Pin map:
Scale: 3 px per µm. Pins as bars across the die edge, other pins in gray.
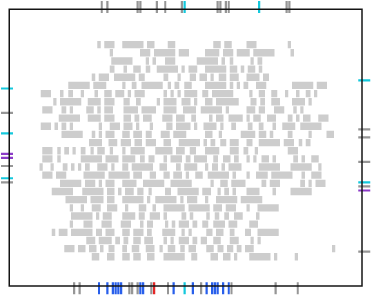
Selected gate families:
Scale: 3 px per µm.
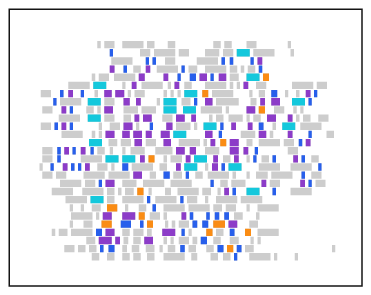
File: src/rtl/ula_logic_pipe_if.sv
//==============================================================================
// Module      : ula_logic_pipe_if
// Description : Operand/result handshake bundle for the pipelined logic ULA.
// Revision    : 1.0 - initial release
//==============================================================================
`default_nettype none

interface ula_logic_pipe_if #(
   parameter int WIDTH = 8,
   parameter int CNT_W = 16
);
   logic                 in_valid;
   logic                 in_ready;
   logic [WIDTH-1:0]     in_a;
   logic [WIDTH-1:0]     in_b;
   logic [2:0]           in_op;
   logic                 in_chain;
   logic                 out_valid;
   logic                 out_ready;
   logic [2*WIDTH-1:0]   out;
   logic                 zero_flag;
   logic                 parity;
   logic [CNT_W-1:0]     res_count;

   modport master (
      output in_valid, in_a, in_b, in_op, in_chain, out_ready,
      input  in_ready, out_valid, out, zero_flag, parity, res_count
   );

   modport slave (
      input  in_valid, in_a, in_b, in_op, in_chain, out_ready,
      output in_ready, out_valid, out, zero_flag, parity, res_count
   );
endinterface

`default_nettype wire

File: src/rtl/ula_logic_pipe.sv
//==============================================================================
// Module      : ula_logic_pipe
// Description : Two-stage valid/ready bitwise-logic ULA with chain mode and
//               saturating delivered-result counter.
// Revision    : 1.0 - initial release
//==============================================================================
`default_nettype none

module ula_logic_pipe #(
   parameter int WIDTH = 8,
   parameter int CNT_W = 16
) (
   input  logic               clk,
   input  logic               rst,
   ula_logic_pipe_if.slave    bus
);

   localparam logic [2:0] c_op_and  = 3'b000;
   localparam logic [2:0] c_op_or   = 3'b001;
   localparam logic [2:0] c_op_nand = 3'b010;
   localparam logic [2:0] c_op_xor  = 3'b011;
   localparam logic [2:0] c_op_nor  = 3'b100;
   localparam logic [2:0] c_op_nota = 3'b101;
   localparam logic [2:0] c_op_xnor = 3'b110;
   localparam logic [2:0] c_op_pass = 3'b111;

   localparam logic [CNT_W-1:0] c_cnt_max = {CNT_W{1'b1}};

   // Stage 1: captured beat, chain resolution deferred to the S1->S2 move
   logic               r_s1_valid;
   logic [WIDTH-1:0]   r_s1_a;
   logic [WIDTH-1:0]   r_s1_b;
   logic [2:0]         r_s1_op;
   logic               r_s1_chain;

   // Stage 2: result and flags presented downstream
   logic               r_s2_valid;
   logic [2*WIDTH-1:0] r_out;
   logic               r_zero;
   logic               r_parity;

   logic [WIDTH-1:0]   r_acc;
   logic [CNT_W-1:0]   r_count;

   logic               w_s2_free;
   logic               w_s1_move;
   logic               w_in_ready;
   logic               w_accept;
   logic               w_deliver;
   logic [WIDTH-1:0]   w_a;
   logic [WIDTH-1:0]   w_result;

   assign w_s2_free  = !r_s2_valid || bus.out_ready;
   assign w_s1_move  = r_s1_valid && w_s2_free;
   assign w_in_ready = !r_s1_valid || w_s1_move;
   assign w_accept   = bus.in_valid && w_in_ready;
   assign w_deliver  = r_s2_valid && bus.out_ready;

   // acc is read at move time so back-to-back chained beats see the newest result
   assign w_a = r_s1_chain ? r_acc : r_s1_a;

   always_comb begin
      w_result = '0;
      case (r_s1_op)
         c_op_and:  w_result = w_a & r_s1_b;
         c_op_or:   w_result = w_a | r_s1_b;
         c_op_nand: w_result = ~(w_a & r_s1_b);
         c_op_xor:  w_result = w_a ^ r_s1_b;
         c_op_nor:  w_result = ~(w_a | r_s1_b);
         c_op_nota: w_result = ~w_a;
         c_op_xnor: w_result = ~(w_a ^ r_s1_b);
         c_op_pass: w_result = w_a;
         default:   w_result = '0;
      endcase
   end

   always_ff @(posedge clk) begin
      if (rst) begin
         r_s1_valid <= 1'b0;
         r_s1_a     <= '0;
         r_s1_b     <= '0;
         r_s1_op    <= '0;
         r_s1_chain <= 1'b0;
      end else if (w_accept) begin
         r_s1_valid <= 1'b1;
         r_s1_a     <= bus.in_a;
         r_s1_b     <= bus.in_b;
         r_s1_op    <= bus.in_op;
         r_s1_chain <= bus.in_chain;
      end else if (w_s1_move) begin
         r_s1_valid <= 1'b0;
      end
   end

   always_ff @(posedge clk) begin
      if (rst) begin
         r_s2_valid <= 1'b0;
         r_out      <= '0;
         r_zero     <= 1'b1;
         r_parity   <= 1'b0;
         r_acc      <= '0;
      end else if (w_s1_move) begin
         r_s2_valid <= 1'b1;
         r_out      <= {{WIDTH{1'b0}}, w_result};
         r_zero     <= (w_result == '0);
         r_parity   <= ^w_result;
         r_acc      <= w_result;
      end else if (w_deliver) begin
         r_s2_valid <= 1'b0;
      end
   end

   always_ff @(posedge clk) begin
      if (rst) begin
         r_count <= '0;
      end else if (w_deliver && (r_count != c_cnt_max)) begin
         r_count <= r_count + 1'b1;
      end
   end

   assign bus.in_ready  = w_in_ready;
   assign bus.out_valid = r_s2_valid;
   assign bus.out       = r_out;
   assign bus.zero_flag = r_zero;
   assign bus.parity    = r_parity;
   assign bus.res_count = r_count;

endmodule

`default_nettype wire
File: src/flat_wrapper.sv
// flat-port wrapper written by rule: the top's interface ports become plain ports
module ula_logic_pipe_flat 
#(
   parameter int WIDTH = 8,
   parameter int CNT_W = 16
)
  (clk, rst, bus_in_valid, bus_in_a, bus_in_b, bus_in_op, bus_in_chain, bus_out_ready, bus_in_ready, bus_out_valid, bus_out, bus_zero_flag, bus_parity, bus_res_count);
  ula_logic_pipe_if #(.WIDTH(WIDTH), .CNT_W(CNT_W)) bus_i ();
  input  logic clk;
  input  logic rst;
  input wire logic [$bits(bus_i.in_valid)-1:0] bus_in_valid;
  input wire logic [$bits(bus_i.in_a)-1:0] bus_in_a;
  input wire logic [$bits(bus_i.in_b)-1:0] bus_in_b;
  input wire logic [$bits(bus_i.in_op)-1:0] bus_in_op;
  input wire logic [$bits(bus_i.in_chain)-1:0] bus_in_chain;
  input wire logic [$bits(bus_i.out_ready)-1:0] bus_out_ready;
  output wire logic [$bits(bus_i.in_ready)-1:0] bus_in_ready;
  output wire logic [$bits(bus_i.out_valid)-1:0] bus_out_valid;
  output wire logic [$bits(bus_i.out)-1:0] bus_out;
  output wire logic [$bits(bus_i.zero_flag)-1:0] bus_zero_flag;
  output wire logic [$bits(bus_i.parity)-1:0] bus_parity;
  output wire logic [$bits(bus_i.res_count)-1:0] bus_res_count;
  assign bus_i.in_valid = bus_in_valid;
  assign bus_i.in_a = bus_in_a;
  assign bus_i.in_b = bus_in_b;
  assign bus_i.in_op = bus_in_op;
  assign bus_i.in_chain = bus_in_chain;
  assign bus_i.out_ready = bus_out_ready;
  assign bus_in_ready = bus_i.in_ready;
  assign bus_out_valid = bus_i.out_valid;
  assign bus_out = bus_i.out;
  assign bus_zero_flag = bus_i.zero_flag;
  assign bus_parity = bus_i.parity;
  assign bus_res_count = bus_i.res_count;
  ula_logic_pipe #(.WIDTH(WIDTH), .CNT_W(CNT_W)) u_core (.clk(clk), .rst(rst), .bus(bus_i));
endmodule
File: config.mk
export PLATFORM = sky130hd
export DESIGN_NAME = ula_logic_pipe_flat
export DESIGN_NICKNAME = d
export VERILOG_FILES = /design/src/rtl/ula_logic_pipe_if.sv /design/src/rtl/ula_logic_pipe.sv /design/src/flat_wrapper.sv
export SDC_FILE = /design/constraint.sdc
export NUM_CORES = 1
export LEC_CHECK = 0
export CELL_PAD_IN_SITES_DETAIL_PLACEMENT = 1
export CELL_PAD_IN_SITES_GLOBAL_PLACEMENT = 1
export CORE_ASPECT_RATIO = 0.75
export CORE_MARGIN = 8
export CORE_UTILIZATION = 39
export CTS_BUF_LIST = sky130_fd_sc_hd__clkbuf_4 sky130_fd_sc_hd__clkbuf_8
export DETAILED_ROUTE_END_ITERATION = 10
export PLACE_DENSITY = 0.93
export REMOVE_ABC_BUFFERS = 1
export SLEW_MARGIN = 15
export SYNTH_ARGS = -nofsm -noshare
export SYNTH_HDL_FRONTEND = slang
export SYNTH_SLANG_ARGS = --single-unit
File: constraint.sdc
create_clock -name clk -period 3.05 [get_ports clk]
set_clock_uncertainty 0.05 [all_clocks]
set_input_delay 0.305 -clock clk [delete_from_list [all_inputs] [get_ports clk]]
set_output_delay 0.305 -clock clk [all_outputs]
set_load 0.1 [all_outputs]
==> GITHUB_STEP_SUMMARY <==
### Flow metrics

| Metric | Value |
|---|---|
| Pleak | `0.001546 µW` |
| Dominant kind of cell by area | `multi-input combinational cells` |
| Floorplan Utilization | `40.37%` |
| Result of the run | `finished clean` |
| Number of rows in the core area | `27` |
| Path class of the lowest-slack min-delay path | `flop to flop` |
| Slew at the pin closest to its max-slew limit | `0.8074 ns` |
| Met3 Wirelength | `423 µm` |
| Final weighted congestion in routability-driven placement | `0.8643` |
| Worst reg-to-reg setup slack | `0.08 ns` |
| Launch point of the worst hold path | `u_core.r_s1_a[5]$_SDFFE_PP0P_` |
| Fraction of final layout cells with drive strength greater than 1 | `15.87%` |
| DIE AREA | `10740 µm²` |
| Highest routed metal layer | `met4` |
| Max Fanout on Critical Path | `6` |
| Worst slew slack as a fraction of its limit | `46.10%` |
| Post-detail-place hpwl | `6.747 mm` |
| Final Net Count | `460` |
| Max Cap Violations | `0` |
| Length of the first detailed-routing pass in iterations | `4` |
| Top-level port count | `60` |
| Clock insertion delay at the later pin of the skew report | `0.31 ns` |
| Worst Hold End | `u_core.r_s1_a[5]$_SDFFE_PP0P_` |
| Number of distinct library cell variants in the gate-level netlist after synthesis | `47` |
| Most instantiated library cell after synthesis | `sky130_fd_sc_hd__nand2_1` |
| Fin worst setup slack | `0.08044 ns` |
| Number of remaining DRC errors | `0` |
| R2R Path Start | `u_core.r_s1_chain$_SDFFE_PP0P_` |
| Comb gate area | `1803 µm²` |
| Synth area leaders | `sky130_fd_sc_hd__dfxtp_1 (32%), sky130_fd_sc_hd__ha_1 (8.8%), sky130_fd_sc_hd__nand2_1 (6.8%)` |
| P&R area growth vs syn | `20.78%` |
| Count of cells along the worst register-to-register path | `11` |
| Critical Path Sink Type | `flop` |
| Quantity of hold-fixing buffers added after cts | `0` |
| Antenna cell count | `0` |
| Number of flip-flops and latches | `48` |
| Pins over their slew limit | `0` |
| Post-synth top area cell | `sky130_fd_sc_hd__dfxtp_1` |
| First-pass GRT wire length | `14.75 mm` |
| DR vias/cell | `5.549` |
| OpenROAD warnings | `33` |
| Fmax | `336.8 MHz` |
| Net load switching power | `570.1 µW` |
| Synth Cell Area | `2987 µm²` |
| Worst setup slack before clock tree synthesis | `0.06861 ns` |
| Sequential share of the synthesized area | `32.17%` |
| Gr ovfl total | `0` |
| Seq pwr share | `43.8%` |
| Gate count after technology mapping | `372` |
Back to the opening pictures, 'pin map':
`bus_in_b`: in cyan, pins 8, direction input, edge 3 left, 2 top, 2 right, 1 bottom. `bus_out_ready`: in red, pins 1, direction input, edge bottom. `bus_res_count`: in blue, pins 16, direction output, edge bottom. `bus_in_op`: in purple, pins 3, direction input, edge 2 left, 1 right.
All pins by edge: 29 bottom, 15 top, 8 left, 8 right.

Back to the opening pictures, 'selected gate families':
adder and majority cells: in cyan, cells 21, where center. inverting AOI/OAI gates: in purple, cells 75. AND and OR gates: in orange, cells 14. NAND gates: in blue, cells 71.
leading cell type in the layout, fill and taps excluded: sky130_fd_sc_hd__nand2_1
post-route insts no fill: 517
proportion of cell area occupied by multi-input gates: 49.98%

## how the worst max path moves through the flow
| stage | to | slack [ns] | cells after the start |
|---|---|---|---|
| 2_1_floorplan | u_core.bus.parity$_SDFFE_PP0P_ | -0.09 | 10 |
| 3_3_place_gp | u_core.bus.parity$_SDFFE_PP0P_ | 0.35 | 10 |
| 3_5_place_dp | u_core.bus.parity$_SDFFE_PP0P_ | 0.07 | 11 |
| 4_1_cts | u_core.bus.parity$_SDFFE_PP0P_ | 0.05 | 11 |
| 5_1_grt | u_core.bus.parity$_SDFFE_PP0P_ | -0.01 | 11 |
| 6_report | u_core.bus.parity$_SDFFE_PP0P_ | 0.08 | 11 |
## what timing repair did
item                       CTS  global route
gates cloned                 0             0
setup buffers                0             0
gates resized                1             5
hold endpoints to repair     0             0
setup endpoints to repair    1             1
pin swaps                    0             0
## worst max-delay path, stage by stage (launching register included)
cell                        delay [ns]
sky130_fd_sc_hd__dfxtp_2          0.44
sky130_fd_sc_hd__buf_12           0.16
sky130_fd_sc_hd__mux2i_2          0.31
sky130_fd_sc_hd__ha_1             0.29
sky130_fd_sc_hd__a21oi_1          0.21
sky130_fd_sc_hd__a2bb2oi_1        0.23
sky130_fd_sc_hd__a21oi_1          0.13
sky130_fd_sc_hd__a21oi_1          0.20
sky130_fd_sc_hd__ha_1             0.28
sky130_fd_sc_hd__xnor2_2          0.21
sky130_fd_sc_hd__xnor2_1          0.12
sky130_fd_sc_hd__a211oi_1         0.25
## stage by stage
step | cells | instance area, µm² | TNS [ns] | hold WS (ns) | utilization, %
final | 517 | 3607 | 0 | 0.4230 | 48.76
after global routing | 517 | 3607 | -0.01372 | 0.4353 | 48.76
after CTS | 517 | 3585 | 0 | 0.4226 | 48.45
after detailed placement | 509 | 3486 | 0 | 0.4100 | 47.12
after global placement | 509 | 3486 | 0 | 0.4025 | 47.12
after floorplan | 347 | 2831 | -0.09272 | 0.3241 | -
## kinds of logic after synthesis
| family | synth area share, % |
|---|---|
| flops | 32.17 |
| compound gates | 18.94 |
| xor+xnor | 5.279 |
| simple gates | 20.23 |
| other cells | 0.1256 |
| buf+inv | 9.091 |
| fa+ha+maj | 8.798 |
| mux | 5.362 |
## power by group through the flow
stage	combinational, µW	sequential (µW)	clock, µW
after floorplan	224	783	0
after global placement	423	698	0
after detailed placement	448	699	0
after CTS	454	685	423
after global routing	500	692	443
final	466	687	415
## cell usage in the layout, fill, tap and decap left out, types with 7 or more instances in the layout
master / Yosys / routed
sky130_fd_sc_hd__nand3_1: 7 / 7
sky130_fd_sc_hd__conb_1: 1 / 8
sky130_fd_sc_hd__xor2_1: 14 / 14
sky130_fd_sc_hd__nand2_1: 54 / 54
sky130_fd_sc_hd__mux2i_1: 16 / 12
sky130_fd_sc_hd__nor2_1: 34 / 34
sky130_fd_sc_hd__buf_4: 10 / 37
sky130_fd_sc_hd__o21ai_0: 7 / 7
sky130_fd_sc_hd__a21oi_1: 29 / 29
sky130_fd_sc_hd__dfxtp_1: 48 / 47
sky130_fd_sc_hd__ha_1: 21 / 21
sky130_fd_sc_hd__nand4_1: 7 / 7
sky130_fd_sc_hd__clkdlybuf4s50_1: 0 / 23
sky130_fd_sc_hd__inv_1: 24 / 24
Power is estimated from default activity; no workload was simulated.
